**Routing congestion map**

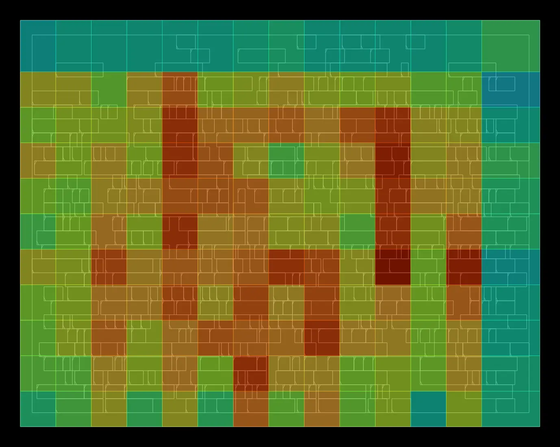
**Signal wires by layer**

Only two layers are drawn.
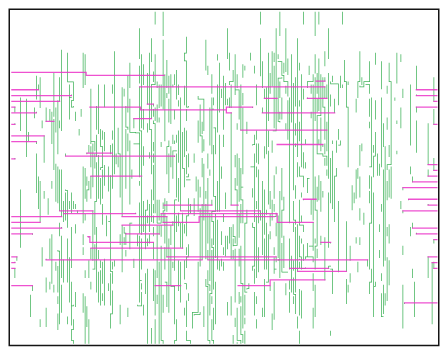
**Register map, names as in the netlist**

The bar under the picture is 20 um long.
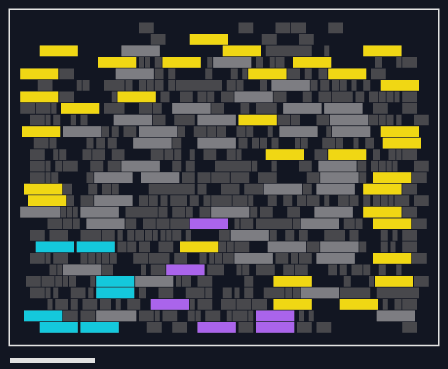
**Port wiring**

The bar under the picture is 20 um long.
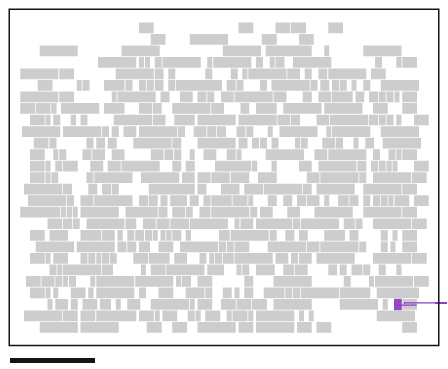
**Metal 1**

The bar under the picture is 20 um long. Supply wires on this layer in gray.
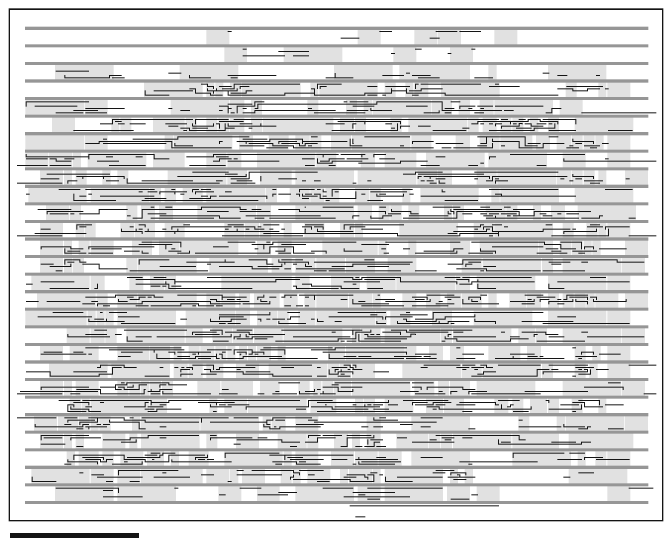
<file path="src/rtl/program_loader.sv">
// UART-driven program loader: assembles little-endian instruction words into instruction memory
// and gates the core through stall/reset for load, run, single-step and halt.
module program_loader #(
    parameter int unsigned    SIZE            = 32,
    parameter int unsigned    MAX_INSTRUCTION = 64,
    parameter int unsigned    ADDR_WIDTH      = $clog2(MAX_INSTRUCTION),
    parameter logic [SIZE-1:0] HALT_WORD      = 32'hFFFF_FFFF
) (
    input  logic                  i_clk,
    input  logic                  i_rst,
    input  logic [7:0]            i_rx_data,
    input  logic                  i_rx_done,
    output logic                  o_imem_we,
    output logic [ADDR_WIDTH-1:0] o_imem_addr,
    output logic [SIZE-1:0]       o_imem_data,
    output logic                  o_cpu_stall,
    output logic                  o_cpu_rst,
    output logic                  o_load_done,
    output logic [ADDR_WIDTH:0]   o_instr_count,
    output logic [2:0]            o_state
);

    typedef enum logic [2:0] {
        StIdle  = 3'd0,
        StLoad  = 3'd1,
        StWrite = 3'd2,
        StRun   = 3'd3,
        StStep  = 3'd4
    } state_e;

    state_e          state, next_state;
    logic [1:0]      byte_cnt;
    logic [SIZE-1:0] word_buf, word_next;
    logic            cmd_load, cmd_run, cmd_step, cmd_halt;
    logic            write_last, start_load;
    logic            imem_we_next, cpu_stall_next;

    assign cmd_load = i_rx_done && (i_rx_data == 8'h4C);
    assign cmd_run  = i_rx_done && (i_rx_data == 8'h52);
    assign cmd_step = i_rx_done && (i_rx_data == 8'h53);
    assign cmd_halt = i_rx_done && (i_rx_data == 8'h48);

    // Load ends on the marker word or when the last memory slot has been written.
    assign write_last = (word_buf == HALT_WORD) ||
                        (o_imem_addr == ADDR_WIDTH'(MAX_INSTRUCTION - 1));
    assign start_load = cmd_load && (state == StIdle || state == StRun);
    assign o_state    = state;

    always_comb begin
        word_next = word_buf;
        word_next[{byte_cnt, 3'b000} +: 8] = i_rx_data;
    end

    always_ff @(posedge i_clk or posedge i_rst) begin
        if (i_rst) begin
            state <= StIdle;
        end else begin
            state <= next_state;
        end
    end

    always_comb begin
        next_state = state;
        unique case (state)
            StIdle: begin
                if (cmd_load) begin
                    next_state = StLoad;
                end else if (cmd_run && o_load_done) begin
                    next_state = StRun;
                end else if (cmd_step && o_load_done) begin
                    next_state = StStep;
                end
            end
            StLoad: begin
                if (i_rx_done && byte_cnt == 2'd3) begin
                    next_state = StWrite;
                end
            end
            StWrite: next_state = write_last ? StIdle : StLoad;
            StRun: begin
                if (cmd_halt) begin
                    next_state = StIdle;
                end else if (cmd_load) begin
                    next_state = StLoad;
                end
            end
            StStep:  next_state = StIdle;
            default: next_state = StIdle;
        endcase
    end

    // Registered outputs are decoded from the state being entered.
    always_comb begin
        imem_we_next   = (next_state == StWrite);
        cpu_stall_next = !(next_state == StRun || next_state == StStep);
    end

    always_ff @(posedge i_clk or posedge i_rst) begin
        if (i_rst) begin
            o_imem_we     <= 1'b0;
            o_imem_addr   <= '0;
            o_imem_data   <= '0;
            o_cpu_stall   <= 1'b1;
            o_cpu_rst     <= 1'b1;
            o_load_done   <= 1'b0;
            o_instr_count <= '0;
            byte_cnt      <= 2'd0;
            word_buf      <= '0;
        end else begin
            o_imem_we   <= imem_we_next;
            o_cpu_stall <= cpu_stall_next;
            if (start_load) begin
                o_imem_addr   <= '0;
                o_instr_count <= '0;
                o_load_done   <= 1'b0;
                o_cpu_rst     <= 1'b1;
                byte_cnt      <= 2'd0;
            end
            if (state == StLoad && i_rx_done) begin
                word_buf <= word_next;
                byte_cnt <= byte_cnt + 2'd1;
                if (byte_cnt == 2'd3) begin
                    o_imem_data <= word_next;
                    if (o_instr_count < (ADDR_WIDTH + 1)'(MAX_INSTRUCTION)) begin
                        o_instr_count <= o_instr_count + 1'b1;
                    end
                end
            end
            if (state == StWrite) begin
                if (write_last) begin
                    o_load_done <= 1'b1;
                    o_cpu_rst   <= 1'b0;
                end else begin
                    o_imem_addr <= o_imem_addr + 1'b1;
                    // A byte arriving during the write cycle opens the next word.
                    if (i_rx_done) begin
                        word_buf[7:0] <= i_rx_data;
                        byte_cnt      <= 2'd1;
                    end
                end
            end
        end
    end

endmodule

</file>
<file path="config.mk">
export PLATFORM = sky130hd
export DESIGN_NAME = program_loader
export DESIGN_NICKNAME = d
export VERILOG_FILES = /design/src/rtl/program_loader.sv
export SDC_FILE = /design/constraint.sdc
export NUM_CORES = 1
export LEC_CHECK = 0
export ABC_CLOCK_PERIOD_IN_PS = 7800
export CAP_MARGIN = 20
export CORE_AREA = 2 2 99 77
export DETAILED_ROUTE_END_ITERATION = 6
export DIE_AREA = 0 0 101 79
export PLACE_DENSITY = 0.85
export RECOVER_POWER = 25
export SYNTH_ARGS = -nofsm -noshare
export SYNTH_HDL_FRONTEND = slang
export SYNTH_SLANG_ARGS = --single-unit
</file>
<file path="constraint.sdc">
create_clock -name i_clk -period 7.8 [get_ports i_clk]
set_input_delay 1.17 -clock i_clk [delete_from_list [all_inputs] [get_ports i_clk]]
set_output_delay 1.17 -clock i_clk [all_outputs]
set_load 0.02 [all_outputs]
</file>
==> Changelog: implementation <==
## Implementation

- Outcome: complete, no violations
- Critical Path Sink Type: flip-flop
- Area growth syn-to-layout: 22.6%
- Area leader, netlist: dfrtp_1
- Reg2reg setup slack: 5250 ps
- Tool Warnings: 30
- Nets@finish: 460
- Clock period minus worst slack: 3270 ps
- Crit Reg-Reg Startpoint: o_imem_addr[0]$_DFF_PP0_
- Post-CTS Resized: 0
- Dominant logic cell type in the layout: dfrtp_1
- Port Buf Inserts: 62
- Hold-fix buffers, CTS: 0
- Critical path's largest stage delay: 710 ps
- Top logic family: simple AND/OR/NAND/NOR gates
- Post-CTS Setup Bufs: 0
- Hold Path Cell Cnt: 1
- Ys async rst share: 1.00
- R2r endpoint: word_buf[0]$_DFF_PP0_
- Int Pwr: 1.18 mW
- Synth Area in Simple Gates: 0.206
- Warning count from the yosys run: 0
- Net switching power: 0.682 mW
- Layout non-clock buf frac: 0.137
- Non-clock buffer count: 65
- Htree depth: 3
- Comb power: 0.760 mW
- Area of the multi-input gates: 0.00172 sq mm
- Net Sw Frac: 0.367
- Setup ws final: 4530 ps
- Fin crit share: 0.419
- Worst VDD drop: 0.205 mV
- Max-slew violation count: 0
- Nets at Floorplan: 409
- Multi-input gate count: 275
- Invs w/o clock: 5
- Critical setup path kind: input port to flip-flop
- Root Buffer: clkbuf_8
- Worst-path cell chain: clkdlybuf4s50_1 -> and4bb_1 -> nand2_2 -> nor4b_4 -> a21oi_1 -> a21oi_1
- Power density over the cells: 379 mW/mm^2
- Initial DRC Count: 175
- Setup violations, final: 0
- Final cell count without fillers: 534
- Synth top cell by count: dfrtp_1
- Cell area leaders: dfrtp_1 52%, a21oi_1 8.1%, a22o_1 7.0%
- CP startpoint: i_rx_done
- Detailed-route DRC error count: 0
- TritonCTS Buffers: 9
- Height of the die: 79 um
- Post-Syn Instances: 391
- Dpl cells: 516
- Comb area share: 0.350
- HPWL after DPL: 6180 um
- Seq/Total Area, Yosys: 0.537
- Flop area: 0.00215 sq mm
- Regs by FF count: o_imem_data (32), word_buf (32), o_instr_count (7)
- Worst skew pair latency: 360 ps
- Routed WL per cell: 17.7 um
- Worst Tran Pin Value: 1380 ps
- Clock Sinks: 86
- Final Cell Area: 0.00491 sq mm
- Core Region: 0.00709 sq mm
- Post-synthesis cell area: 0.00401 sq mm
- Dpl ws: 4160 ps
- Met1 WL: 4320 um
- Most common cell on crit path: a21oi_1
- Fin Setup TNS: 0 ps
- Synth top area share: 0.524
- Clock-pin transition on the worst setup and hold timing paths: 80 ps
- Row cnt: 27
- Via/cell ratio: 5.94
- Ys cells: 391
- Top Consumer: combinational logic
- GR peak layer: met2
- Seq pwr share: 0.389
- Mux share: 0.0150
- Syn avg cell area: 10.3 sq um
- Clock share of power: 0.202
- Top-Level Pins: 63
- Yosys aoi share: 0.179
- Largest net degree at the start of global routing: 87
- Initial antenna violation count: 0
- Vias in the first global route: 3021
- Hold/Removal Path Class: flip-flop to flip-flop
- WL met2: 4220 um
- Max stage delay cell, worst path: nor4b_4
- Clock Path Buffers: 2
- Ys flops: 86
- Routed Antenna Nets: 0
- FFs & Latches: 86
- Final Wtd Congestion: 0.850
- Met3 wire length: 744 um
- Ant diodes: 0
- Overall routing resource usage: 0.251
- Largest cell class by area: flip-flops and latches
- Placed cell areas: 0.00463 sq mm
- MaxCap Viol Count: 0
- Fp_density: 0.565
- Clock Skews: 9.56 ps
- XOR Share, Synth: 0.00655
- Distinct lib cells: 45
- RSZ-0062 raised after global routing: no
- Max Fclk: 306 MHz
- Tapcells: 87
- GR Overflow Total: 0
- Top Layer Used: met4
- Arr. time, crit path: 3550 ps
- Commonest flop: dfrtp_1
- Die area: 0.00798 sq mm
- Startpoint Class: input port
- CTS tree: built
- DRT Wirelength: 9430 um
- Comb pwr share: 0.409
- Tot Pwr: 1.86 mW
- Share of cells above drive strength 1: 0.0649
- Clk tree area frac: 0.0489
- Worst setup path end: o_imem_data[16]$_DFFE_PP0P_
- Flop+latch power: 0.724 mW
- CP max FO: 16
- Die Span X: 101 um
- LEAKAGE: 2.17 nW
- Post-Synth Adder-Cell Area: 0.0218
- Fin. Hold Viols: 0
- Top Layout Cells: 84 x dfrtp_1, 65 x a21oi_1, 61 x clkdlybuf4s50_1
- Detailed Routing Iterations Pass 1: 4
- Req. time, crit path: 8090 ps
- Rel. slew slack: 0.0788
- Clock group: 0.376 mW
- Yosys Chip Area: 0.00401 sq mm
- First-pass GRT wire length: 15300 um
- Top post-synthesis cells by count: 84 x dfrtp_1, 65 x a21oi_1, 41 x nor2_1, 32 x a22o_1, 29 x nor2b_1
About 'routing congestion map':
GR Util met3: 0.0845
fin util: 0.693
GR Layer Usage met1: 0.352
met2 usage: 0.373

About 'signal wires by layer':
| layer | color | wire length |
|---|---|---|
| M3 | magenta | 744 um |
| M2 | green | 4220 um |

About 'register map, names as in the netlist':
| signal | color | placed flops | where |
|---|---|---|---|
| o_instr_count | cyan | 7 | bottom left |
| o_imem_data | yellow | 32 | all over the die |
| o_imem_addr | purple | 6 | bottom middle |

About 'port wiring':
| port | color | bits | direction | end cells | buffers | wire |
|---|---|---|---|---|---|---|
| i_rst | purple | 1 | input | 1 | 1 | 12.8 um |

About 'metal 1':
longest straight run: 40.9 um
wire length on this layer: 4320 um
share of all routed wire: 46%

[worst min-delay path by stage]
stage	start	endpoint
after CTS	o_instr_count[5]$_DFF_PP0_	o_instr_count[5]$_DFF_PP0_
after global placement	o_instr_count[5]$_DFF_PP0_	o_instr_count[5]$_DFF_PP0_
after floorplan	word_buf[11]$_DFFE_PP0P_	word_buf[11]$_DFFE_PP0P_
final	o_instr_count[5]$_DFF_PP0_	o_instr_count[5]$_DFF_PP0_
after global routing	o_instr_count[5]$_DFF_PP0_	o_instr_count[5]$_DFF_PP0_
after detailed placement	o_instr_count[5]$_DFF_PP0_	o_instr_count[5]$_DFF_PP0_
[worst max-delay path: cells and delay by family]
| family | cells | cell delay, ps |
|---|---|---|
| simple gates | 3 | 1440 |
| buf+inv | 1 | 600 |
| compound gates | 2 | 350 |
Power figures rest on the tool's default switching activity, not on a simulated workload.
